File: config.mk
export PLATFORM = sky130hd
export DESIGN_NAME = symm_sqrt1_flat
export DESIGN_NICKNAME = d
export VERILOG_FILES = /design/src/rtl/symm_sqrt1_if.sv /design/src/rtl/symm_sqrt1.sv /design/src/flat_wrapper.sv
export SDC_FILE = /design/constraint.sdc
export NUM_CORES = 2
export LEC_CHECK = 0
export CAP_MARGIN = 10
export CELL_PAD_IN_SITES_DETAIL_PLACEMENT = 0
export CELL_PAD_IN_SITES_GLOBAL_PLACEMENT = 2
export CORE_MARGIN = 2
export CORE_UTILIZATION = 45
export CTS_CLUSTER_DIAMETER = 60
export DETAILED_ROUTE_END_ITERATION = 10
export DONT_BUFFER_PORTS = 1
export PLACE_DENSITY_LB_ADDON = 0.25
export SLEW_MARGIN = 15
export SYNTH_ARGS = -nofsm -noshare
export SYNTH_HDL_FRONTEND = slang
export SYNTH_SLANG_ARGS = --single-unit
File: constraint.sdc
create_clock -name clk_sqrt1 -period 118.6 [get_ports clk_sqrt1]
set_clock_uncertainty 0.15 [all_clocks]
set_input_delay 35.58 -clock clk_sqrt1 [delete_from_list [all_inputs] [get_ports clk_sqrt1]]
set_output_delay 35.58 -clock clk_sqrt1 [all_outputs]
set_load 0.05 [all_outputs]
File: src/rtl/symm_sqrt1_if.sv
// symm_sqrt1_if: start/operand/result bundle for the element-wise 4x4 Q13 square root.
interface symm_sqrt1_if;
    logic start_sqrt1;
    logic signed [25:0] w11, w12, w13, w14, w21, w22, w23, w24;
    logic signed [25:0] w31, w32, w33, w34, w41, w42, w43, w44;
    logic signed [25:0] s11, s12, s13, s14, s21, s22, s23, s24;
    logic signed [25:0] s31, s32, s33, s34, s41, s42, s43, s44;
    logic [15:0] neg_sqrt1;
    logic busy_sqrt1, done_sqrt1;
    modport master (
        output start_sqrt1,
        output w11, w12, w13, w14, w21, w22, w23, w24,
        output w31, w32, w33, w34, w41, w42, w43, w44,
        input s11, s12, s13, s14, s21, s22, s23, s24,
        input s31, s32, s33, s34, s41, s42, s43, s44,
        input neg_sqrt1, busy_sqrt1, done_sqrt1
    );
    modport slave (
        input start_sqrt1,
        input w11, w12, w13, w14, w21, w22, w23, w24,
        input w31, w32, w33, w34, w41, w42, w43, w44,
        output s11, s12, s13, s14, s21, s22, s23, s24,
        output s31, s32, s33, s34, s41, s42, s43, s44,
        output neg_sqrt1, busy_sqrt1, done_sqrt1
    );
endinterface

File: src/rtl/symm_sqrt1.sv
// symm_sqrt1: serial restoring square root of 16 Q13 elements, results published atomically.
// Define SYMM_SQRT1_ROUND_EN to round the root to nearest instead of truncating.
module symm_sqrt1 (
    input logic clk_sqrt1,
    input logic rst_sqrt1,
    symm_sqrt1_if.slave io
);
    typedef enum logic [2:0] {IDLE, LOAD, ITER, STORE, DONE} state_t;
    state_t state_q, state_d;
    logic [3:0] idx_q, idx_d;
    logic [4:0] cnt_q, cnt_d;
    logic signed [25:0] w_a [16];
    logic signed [25:0] opnd_q [16], opnd_d [16];
    logic signed [25:0] res_q [16], res_d [16];
    logic signed [25:0] s_q [16], s_d [16];
    logic [39:0] rad_q, rad_d;
    logic [19:0] root_q, root_d;
    logic [22:0] rem_q, rem_d;
    logic [15:0] negm_q, negm_d, neg_q, neg_d;
    logic busy_q, busy_d, done_q, done_d;
    logic signed [25:0] x;
    logic [24:0] rem_sh, trial, diff;
    logic ge;
    logic [25:0] root_fin;
    logic unused_hi;

    assign w_a = '{io.w11, io.w12, io.w13, io.w14, io.w21, io.w22, io.w23, io.w24,
                   io.w31, io.w32, io.w33, io.w34, io.w41, io.w42, io.w43, io.w44};
    assign x = opnd_q[idx_q];
    // One restoring step: bring down two radicand bits, try subtracting 4*root+1.
    assign rem_sh = {rem_q, rad_q[39:38]};
    assign trial = {3'd0, root_q, 2'b01};
    assign diff = rem_sh - trial;
    assign ge = rem_sh >= trial;
    assign unused_hi = ^{diff[24:23], rem_sh[24:23]};
`ifdef SYMM_SQRT1_ROUND_EN
    assign root_fin = {6'd0, root_q} + {25'd0, rem_q > {3'd0, root_q}};
`else
    assign root_fin = {6'd0, root_q};
`endif

    always_ff @(posedge clk_sqrt1 or posedge rst_sqrt1)
        if (rst_sqrt1) state_q <= IDLE;
        else state_q <= state_d;

    always_comb begin
        state_d = state_q;
        unique case (state_q)
            IDLE: state_d = io.start_sqrt1 ? LOAD : IDLE;
            LOAD: state_d = ITER;
            ITER: state_d = cnt_q == 5'd19 ? STORE : ITER;
            STORE: state_d = idx_q == 4'd15 ? DONE : LOAD;
            default: state_d = IDLE;
        endcase
    end

    always_comb begin
        idx_d = idx_q;
        cnt_d = cnt_q;
        opnd_d = opnd_q;
        res_d = res_q;
        s_d = s_q;
        rad_d = rad_q;
        root_d = root_q;
        rem_d = rem_q;
        negm_d = negm_q;
        neg_d = neg_q;
        busy_d = state_q == IDLE ? io.start_sqrt1 : state_q != DONE;
        done_d = state_q == DONE;
        unique case (state_q)
            IDLE: if (io.start_sqrt1) begin
                opnd_d = w_a;
                idx_d = 4'd0;
                negm_d = 16'd0;
            end
            LOAD: begin
                negm_d[idx_q] = x[25];
                rad_d = x[25] ? 40'd0 : {2'b00, x[24:0], 13'd0};
                root_d = 20'd0;
                rem_d = 23'd0;
                cnt_d = 5'd0;
            end
            ITER: begin
                rad_d = {rad_q[37:0], 2'b00};
                root_d = {root_q[18:0], ge};
                rem_d = ge ? diff[22:0] : rem_sh[22:0];
                cnt_d = cnt_q + 5'd1;
            end
            STORE: begin
                res_d[idx_q] = root_fin;
                idx_d = idx_q + 4'd1;
            end
            default: begin
                s_d = res_q;
                neg_d = negm_q;
            end
        endcase
    end

    always_ff @(posedge clk_sqrt1 or posedge rst_sqrt1)
        if (rst_sqrt1) begin
            idx_q <= '0;
            cnt_q <= '0;
            opnd_q <= '{default: '0};
            res_q <= '{default: '0};
            s_q <= '{default: '0};
            rad_q <= '0;
            root_q <= '0;
            rem_q <= '0;
            negm_q <= '0;
            neg_q <= '0;
            busy_q <= 1'b0;
            done_q <= 1'b0;
        end else begin
            idx_q <= idx_d;
            cnt_q <= cnt_d;
            opnd_q <= opnd_d;
            res_q <= res_d;
            s_q <= s_d;
            rad_q <= rad_d;
            root_q <= root_d;
            rem_q <= rem_d;
            negm_q <= negm_d;
            neg_q <= neg_d;
            busy_q <= busy_d;
            done_q <= done_d;
        end

    assign io.s11 = s_q[0];
    assign io.s12 = s_q[1];
    assign io.s13 = s_q[2];
    assign io.s14 = s_q[3];
    assign io.s21 = s_q[4];
    assign io.s22 = s_q[5];
    assign io.s23 = s_q[6];
    assign io.s24 = s_q[7];
    assign io.s31 = s_q[8];
    assign io.s32 = s_q[9];
    assign io.s33 = s_q[10];
    assign io.s34 = s_q[11];
    assign io.s41 = s_q[12];
    assign io.s42 = s_q[13];
    assign io.s43 = s_q[14];
    assign io.s44 = s_q[15];
    assign io.neg_sqrt1 = neg_q;
    assign io.busy_sqrt1 = busy_q;
    assign io.done_sqrt1 = done_q;
endmodule

File: src/flat_wrapper.sv
// flat-port wrapper written by rule: the top's interface ports become plain ports
module symm_sqrt1_flat 
  (clk_sqrt1, rst_sqrt1, io_start_sqrt1, io_w11, io_w12, io_w13, io_w14, io_w21, io_w22, io_w23, io_w24, io_w31, io_w32, io_w33, io_w34, io_w41, io_w42, io_w43, io_w44, io_s11, io_s12, io_s13, io_s14, io_s21, io_s22, io_s23, io_s24, io_s31, io_s32, io_s33, io_s34, io_s41, io_s42, io_s43, io_s44, io_neg_sqrt1, io_busy_sqrt1, io_done_sqrt1);
  symm_sqrt1_if io_i ();
  input logic clk_sqrt1;
  input logic rst_sqrt1;
  input wire logic [$bits(io_i.start_sqrt1)-1:0] io_start_sqrt1;
  input wire logic [$bits(io_i.w11)-1:0] io_w11;
  input wire logic [$bits(io_i.w12)-1:0] io_w12;
  input wire logic [$bits(io_i.w13)-1:0] io_w13;
  input wire logic [$bits(io_i.w14)-1:0] io_w14;
  input wire logic [$bits(io_i.w21)-1:0] io_w21;
  input wire logic [$bits(io_i.w22)-1:0] io_w22;
  input wire logic [$bits(io_i.w23)-1:0] io_w23;
  input wire logic [$bits(io_i.w24)-1:0] io_w24;
  input wire logic [$bits(io_i.w31)-1:0] io_w31;
  input wire logic [$bits(io_i.w32)-1:0] io_w32;
  input wire logic [$bits(io_i.w33)-1:0] io_w33;
  input wire logic [$bits(io_i.w34)-1:0] io_w34;
  input wire logic [$bits(io_i.w41)-1:0] io_w41;
  input wire logic [$bits(io_i.w42)-1:0] io_w42;
  input wire logic [$bits(io_i.w43)-1:0] io_w43;
  input wire logic [$bits(io_i.w44)-1:0] io_w44;
  output wire logic [$bits(io_i.s11)-1:0] io_s11;
  output wire logic [$bits(io_i.s12)-1:0] io_s12;
  output wire logic [$bits(io_i.s13)-1:0] io_s13;
  output wire logic [$bits(io_i.s14)-1:0] io_s14;
  output wire logic [$bits(io_i.s21)-1:0] io_s21;
  output wire logic [$bits(io_i.s22)-1:0] io_s22;
  output wire logic [$bits(io_i.s23)-1:0] io_s23;
  output wire logic [$bits(io_i.s24)-1:0] io_s24;
  output wire logic [$bits(io_i.s31)-1:0] io_s31;
  output wire logic [$bits(io_i.s32)-1:0] io_s32;
  output wire logic [$bits(io_i.s33)-1:0] io_s33;
  output wire logic [$bits(io_i.s34)-1:0] io_s34;
  output wire logic [$bits(io_i.s41)-1:0] io_s41;
  output wire logic [$bits(io_i.s42)-1:0] io_s42;
  output wire logic [$bits(io_i.s43)-1:0] io_s43;
  output wire logic [$bits(io_i.s44)-1:0] io_s44;
  output wire logic [$bits(io_i.neg_sqrt1)-1:0] io_neg_sqrt1;
  output wire logic [$bits(io_i.busy_sqrt1)-1:0] io_busy_sqrt1;
  output wire logic [$bits(io_i.done_sqrt1)-1:0] io_done_sqrt1;
  assign io_i.start_sqrt1 = io_start_sqrt1;
  assign io_i.w11 = io_w11;
  assign io_i.w12 = io_w12;
  assign io_i.w13 = io_w13;
  assign io_i.w14 = io_w14;
  assign io_i.w21 = io_w21;
  assign io_i.w22 = io_w22;
  assign io_i.w23 = io_w23;
  assign io_i.w24 = io_w24;
  assign io_i.w31 = io_w31;
  assign io_i.w32 = io_w32;
  assign io_i.w33 = io_w33;
  assign io_i.w34 = io_w34;
  assign io_i.w41 = io_w41;
  assign io_i.w42 = io_w42;
  assign io_i.w43 = io_w43;
  assign io_i.w44 = io_w44;
  assign io_s11 = io_i.s11;
  assign io_s12 = io_i.s12;
  assign io_s13 = io_i.s13;
  assign io_s14 = io_i.s14;
  assign io_s21 = io_i.s21;
  assign io_s22 = io_i.s22;
  assign io_s23 = io_i.s23;
  assign io_s24 = io_i.s24;
  assign io_s31 = io_i.s31;
  assign io_s32 = io_i.s32;
  assign io_s33 = io_i.s33;
  assign io_s34 = io_i.s34;
  assign io_s41 = io_i.s41;
  assign io_s42 = io_i.s42;
  assign io_s43 = io_i.s43;
  assign io_s44 = io_i.s44;
  assign io_neg_sqrt1 = io_i.neg_sqrt1;
  assign io_busy_sqrt1 = io_i.busy_sqrt1;
  assign io_done_sqrt1 = io_i.done_sqrt1;
  symm_sqrt1 u_core (.clk_sqrt1(clk_sqrt1), .rst_sqrt1(rst_sqrt1), .io(io_i));
endmodule
==> notes.md <==
flow finished, numbers: fp util=45.5%, Routed met1 length=54800 µm, met2 routed WL=72100 µm, initial antenna violation count=25, FF-to-FF setup slack=114.34 ns, RR Endpoint=u_core.rem_q[5], maximum VDD drop=10.6 µV, number of routed nets with antenna violations=0, CP max stage delay=0.90 ns, most common cell in the netlist=nand2_1, Tightest Hold Check Type=reg2reg, count of cells resized by post-cts repair=0, WL met3=10800 µm, CTS Sinks=1172, Seq/Total Area, Yosys=59.9%, distinct lib cells=63, number of buffers created by CTS=136, CP Max Fanout=166, status=complete, no violations, endpoints failing hold=0, fin crit share=33.5%, CP Buf/Inv Count=6, Avg Inst Size Synth=11.9 µm², vias in the first global route=30000, Worst-Margin Slew=1.17 ns, Yosys top cell by area=dfrtp_1, Crit path max-delay family=buffers and inverters, CP Capture Type=async pin, clock slew at reported path FFs=0.06 ns, r2r startpoint=u_core.root_q[15], complex-gate fraction of the synthesized area=3.58%, YS warnings=0, I/O Pins=853, Fin Hold WS=0.316 ns, Dominant cell area share=59.9%, area delta synth->final=10.8%, crit path max-delay cell type=buf_4, Adder Share, Synth=0.690%, Max-slew headroom=22.2%, first-pass GRT wire length=208000 µm, Cell Pwr Density=17.3 mW/mm², top comb family, area=multiplexers, Data arrival, critical path=40.29 ns, Max H-tree Level=4, most common library cells after synthesis=nand2_1 (1384), dfrtp_1 (1172), mux2_2 (578), Worst Setup Start Kind=input pin, Post-synth regs=1172, CTS Hold Bufs=0
[flip-flops by register name, summed over array words and instances (netlist names), 23 cells and up]
name           count
u_core.rad_q      27
u_core.opnd_q    416
u_core.rem_q      23
u_core.res_q     320
[metrics by stage]
stage / std cells / utilization [%] / setup slack [ns] / power, µW
floorplan: 4205 / - / 49.86 / 507
global placement: 5306 / 46.2 / 77.87 / 524
detailed placement: 5306 / 46.2 / 77.89 / 525
CTS: 5541 / 50.4 / 78.70 / 949
global route: 5548 / 50.4 / 78.14 / 978
finish: 5551 / 50.4 / 78.88 / 939
[per-layer routing]
metal,vias to the layer above,track usage [%]
li1,13500,-
met2,773,43.2
met5,-,0
met3,221,8.32
met4,30,9.24
met1,15200,30.1
[worst max path at each step]
stage / to / slack, ns / cells past startpoint
after CTS: u_core.opnd_q[271] / 78.70 / 6
after detailed placement: u_core.opnd_q[226] / 77.89 / 6
after global routing: u_core.opnd_q[292] / 78.14 / 6
after floorplan: u_core.cnt_q[0] / 49.86 / 1
final: u_core.opnd_q[37] / 78.88 / 6
after global placement: u_core.opnd_q[226] / 77.87 / 6
[worst register-to-register path, stage by stage (launching register included)]
cell and delay [ns]:
dfrtp_1 0.91, inv_1 0.40, ha_1 0.52, nand2_1 0.12, nor2_1 0.38, nand4_1 0.15, o21bai_1 0.22, o22a_1 0.86
mux2i_1 0.29, o22ai_1 0.11
[layout by cell type, fill, tap and decap left out, types with 7 or more instances in the layout]
cell,Yosys,layout
inv_1,28,27
clkbuf_1,151,22
buf_4,96,44
xor2_1,8,8
nand2_1,1384,1384
a22oi_1,23,23
nand3_1,28,28
nor2_2,0,10
bufinv_16,0,7
nor2_1,39,26
nand2b_1,8,8
mux2i_1,14,14
conb_1,1,96
clkinv_1,23,23
a32oi_1,8,8
clkinv_2,0,12
clkbuf_16,0,139
o21ai_0,124,124
mux2_2,578,578
mux4_2,129,129
dfrtp_1,1172,1167
diode_2,0,10
o22ai_1,23,23
o21ai_2,20,20
o21ai_1,19,19
inv_6,0,8
clkbuf_8,0,32
ha_1,27,27
xnor2_1,11,11
a21oi_1,23,23
[cell families (layout without fill, tap and decap cells)]
kind of cell	after synthesis	after routing
xor+xnor	19	19
buf+inv	399	332
simple gates	1489	1489
flops	1172	1172
compound gates	282	282
other cells	1	106
fa+ha+maj	27	27
mux	721	721
[cell type report]
type,count,area (µm²)
Inverter,51,199
Sequential cell,1172,29300
Timing Repair Buffer,46,370
Clock buffer,193,4000
Tap cell,1403,1760
Multi-Input combinational cell,2634,18000
Fill cell,9700,53300
Clock inverter,42,564
Antenna cell,10,25.0
[power breakdown]
group	switching (µW)	internal [µW]
combinational	53.5	34.0
sequential	12.0	417
clock	169	252
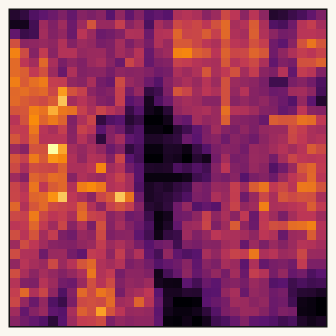
(images/metal_density.png)
The die is cut into 33 by 33 equal tiles; black is low, pale yellow is high, scaled to the fullest tile. Values are wire area over tile area, all layers added.
The emptiest ninth of the die: middle. 25% of the tiles are over half the peak. The fullest tile reaches 0.53.
via count: 29700
Routed wire per std cell: 25.6 µm
wirelength, routed: 142000 µm
gr usage total: 25.4%

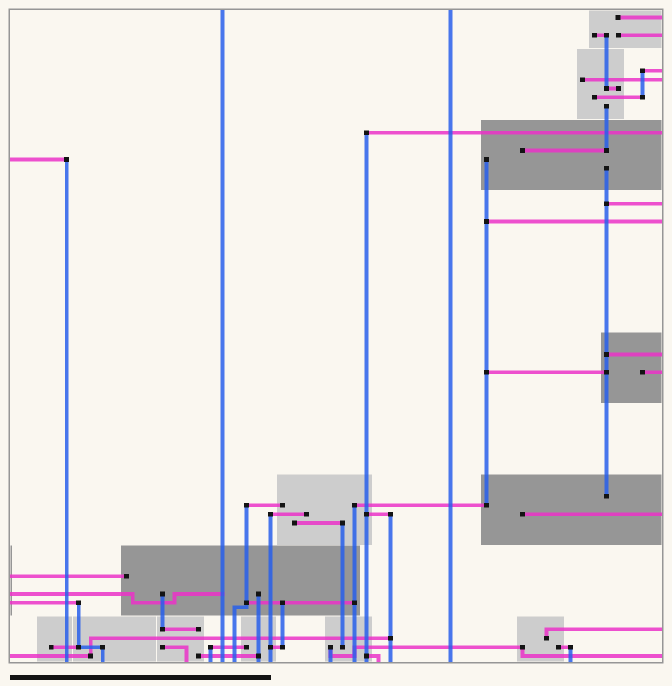
(images/detail.png)
Bar = 10 µm. Region (154, 88) to (179, 113) µm. Cells in gray, sequential cells in the stronger gray; small squares are vias.
Key: metal 1 = magenta; metal 2 = blue
12 logic cells have their middle in the window. Netlist names of flops here include u_core.rem_q (3). Most frequent: o21ai_1 (3), dfrtp_1 (3). Sequential cells in the window: 3.

Power is estimated from default activity; no workload was simulated.
